==> config.mk <==
export PLATFORM = sky130hd
export DESIGN_NAME = debounce_multi_flat
export DESIGN_NICKNAME = d
export VERILOG_FILES = /design/src/rtl/debounce_pkg.sv /design/src/rtl/debounce_multi_if.sv /design/src/rtl/debounce_chan.sv /design/src/rtl/debounce_multi.sv /design/src/flat_wrapper.sv
export SDC_FILE = /design/constraint.sdc
export NUM_CORES = 1
export LEC_CHECK = 0
export ABC_CLOCK_PERIOD_IN_PS = 3050
export CAP_MARGIN = 20
export CORE_MARGIN = 3
export CORE_UTILIZATION = 58
export DETAILED_ROUTE_END_ITERATION = 6
export PLACE_DENSITY = 0.86
export SETUP_SLACK_MARGIN = 0.02
export SYNTH_ARGS = -nofsm -noshare
export SYNTH_HDL_FRONTEND = slang
export SYNTH_SLANG_ARGS = --single-unit
==> constraint.sdc <==
create_clock -name clk -period 3.05 [get_ports clk]
set_clock_uncertainty 0.05 [all_clocks]
set_input_delay 0.61 -clock clk [delete_from_list [all_inputs] [get_ports clk]]
set_output_delay 0.61 -clock clk [all_outputs]
set_load 0.05 [all_outputs]
### Signal wires on met3

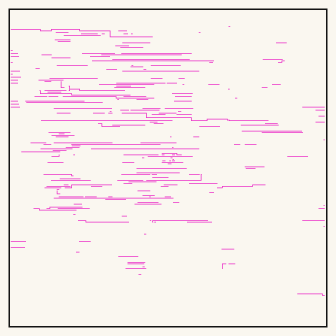
The wires run mostly horizontal. The layer holds 7.8% of the routed length. The layer carries 2,120 um of wire. 149 nets have wire on it.
Detailed Route WL: 27,200 um
met3 Track Usage GR: 0.0592
Vias: 9,760

### Clock network drawn from the DEF

The bar under the picture is 50 um long.
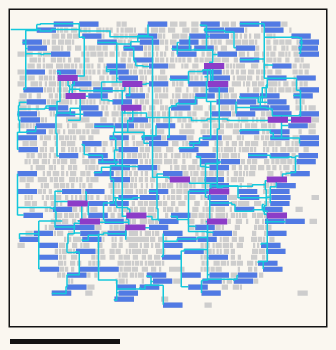
Cyan stands for clock wires, length 2,330 um. Purple stands for clock-net drivers, count 17. Blue stands for flip-flops, count 192.
There are 18 routed clock nets. Position of the flops: spread over the die.
P_clk: 0.00233 W
clock share of power: 0.376
Clock Latency Late Sink: 440 ps

### Pin map

Pins as bars across the die edge, other pins in grey.
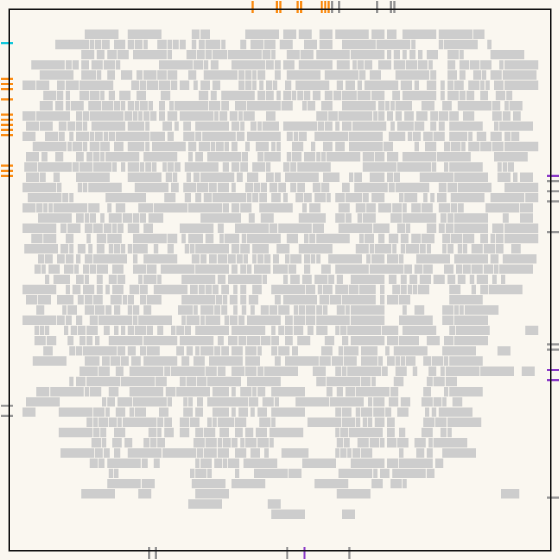
Purple stands for bus_long_pulse, pins 4, direction output, edge 3 east, 1 south. Orange stands for bus_thresh, pins 20, direction input, edge 12 west, 8 north. Cyan stands for clk, pins 1, direction input, edge west.
All pins by edge: 15 west, 13 north, 10 east, 5 south.
die outline width: 144 um
number of port buffers: 42

### Placement view

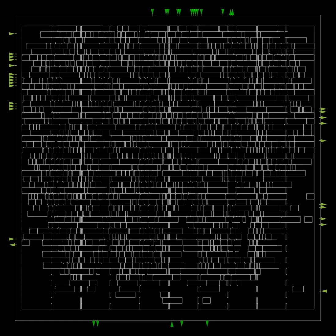
# fillers: 1,362
Seq area share: 0.390
Core Box Area: 18,300 um2

==> flow_metrics.env <==
# physical design summary
export IMPL_yosys_area_um2=11000
export IMPL_yosysWarningCount=0
export IMPL_ff_count=192
export IMPL_clock_root_buffer="clkbuf_16"
export IMPL_async_reset_ff_frac=1.00
export IMPL_yosys_stat_cells=1209
export IMPL_ys_flop_type="dfrtp_1"
export IMPL_crit_fanout=13
export IMPL_max_stage_delay_ps=670
export IMPL_leakage_nw=5.39
export IMPL_final_cell_mix="dfrtp_1, nand2_1, nor2_1"
export IMPL_comb_area_um2=5740
export IMPL_antenna_found_initial=1
export IMPL_period_used=0.887
export IMPL_edf_count=0
export IMPL_setup_viol_count_final=0
export IMPL_regArea_um2=4800
export IMPL_path_cells="or4_1 > or4_4 > or4_1 > clkinv_4 > nor3_2 > a41oi_1"
export IMPL_dp_hpwl_um=18500
export IMPL_setup_tns_ps=0
export IMPL_rsz0062_at_grt="no"
export IMPL_ys_types=76
export IMPL_nNetsFinal=1284
export IMPL_gp_congestion=0.953
export IMPL_grt_start_max_net_pins=83
export IMPL_drt_iter0_drc=909
export IMPL_drv_cap=0
export IMPL_arrival_ps=3000
export IMPL_n_all_buffers=84
export IMPL_start_kind="register"
export IMPL_syn_cell_area_um2=11000
export IMPL_cts_hold_buf=0
export IMPL_openroad_warnings=38
export IMPL_syn_nets=1256
export IMPL_grt_pass1_wl_um=44900
export IMPL_cts_resized=0
export IMPL_ir_drop_v=0.000409
export IMPL_critPathKind="reg2reg"
export IMPL_pwr_density_cell_nw_per_um2=502
export IMPL_crit_top_cell="or4_1"
export IMPL_period_needed_ps=2700
export IMPL_cts_sinks=192
export IMPL_ys_ff=192
export IMPL_combAreaFraction=0.466
export IMPL_worst_pin_slew_ps=724
export IMPL_nMultiInputCombCells=910
export IMPL_slew_limit_headroom=0.513
export IMPL_layout_drive_gt1_share=0.0817
export IMPL_ys_seq_frac=0.436
export IMPL_drc_errors=0
export IMPL_timing_final_ws_setup_ps=346
export IMPL_cp_slowest_cell="or4_1"
export IMPL_hp_class="in2async"
export IMPL_global_route_usage_total=0.268
export IMPL_antennaDiodeCount=0
export IMPL_firstDrtPassIters=5
export IMPL_placed_cell_area_um2=11700
export IMPL_clock_fmax_mhz=370
export IMPL_endpoint_kind="register"
export IMPL_avgSynthCellArea_um2=9.11
export IMPL_cts_setup_buffers=0
export IMPL_final_common_cell="dfrtp_1"
export IMPL_cts_buffers=17
export IMPL_cts_htree_levels=4
export IMPL_nWellTaps=229
export IMPL_cp_num_cells=6
export IMPL_cts_tree="built"
export IMPL_maxSlewViolCount=0
export IMPL_rows=49
export IMPL_wl_per_cell_um=18.4
export IMPL_post_place_ws_ps=122
export IMPL_r2r_slack_ps=350
export IMPL_buf_share=0.0620
export IMPL_dieArea_um2=20700
export IMPL_hold_viol=0
export IMPL_via_per_inst=6.60
export IMPL_syn_inst=1209
export IMPL_required_ps=3340
export IMPL_inverters_excl_clock=32
export IMPL_clk_path_buf_depth=2
export IMPL_worstPathBufferInverterCount=1
export IMPL_fp_utilization=0.601
export IMPL_clockNetworkAreaShare=0.0491
export IMPL_critPathTopFamily="simple AND/OR/NAND/NOR gates"
export IMPL_outcome="finished clean"
export IMPL_dominant_cells="multi-input combinational cells"
export IMPL_r2r_cells=6
==> worst register-to-register path, cell delays in order (launching register included) <==
cell and delay [ps]:
dfrtp_1 410, or4_1 670, or4_4 560, or4_1 590, clkinv_4 110, nor3_2 50, a41oi_1 170
==> through the flow <==
step	hold slack [ps]	utilization	power, W	std cells
4_1_cts	195	0.673	0.00620	1478
3_3_place_gp	283	0.640	0.00383	1447
2_1_floorplan	264	-	0.00355	1209
3_5_place_dp	286	0.640	0.00388	1447
6_report	147	0.673	0.00619	1478
5_1_grt	219	0.673	0.00647	1478
==> cells by family after synthesis <==
logic type,Yosys count,synth area share
xor+xnor,48,0.0382
mux,30,0.0277
fa+ha+maj,20,0.0227
buf+inv,107,0.0428
compound gates,288,0.176
flops,192,0.436
simple gates,524,0.256
==> per-layer routing <==
metal / GRT usage / share of wire / up-vias
met5: 0 / 0.00073 / -
met4: 0.115 / 0.033 / 2
met3: 0.0592 / 0.078 / 74
met2: 0.409 / 0.46 / 382
met1: 0.371 / 0.43 / 4718
li1: - / - / 4584
==> synthesized netlist by cell type, drive strengths merged (20+ instances only) <==
cell    number  share of area
mux2i       26          0.024
nand3       39          0.018
or3         21          0.012
inv         30          0.010
ha          20          0.023
o22ai       25          0.014
clkbuf      55          0.019
nand2      123          0.042
buf         20          0.013
nor2       101          0.034
or4         28          0.020
o21ai       65          0.030
nand4       20          0.011
dfrtp      192           0.44
nor4        42          0.024
a21oi       60          0.027
nor3        41          0.020
a211oi      22          0.015
xnor2       29          0.023
==> power breakdown <==
group	switching (W)	internal [W]	leakage (nW)
clock	0.000974	0.00135	0.289
combinational	0.000480	0.000367	2.65
sequential	0.000278	0.00274	2.46
total	0.00173	0.00446	5.39
Power is estimated from default activity; no workload was simulated.
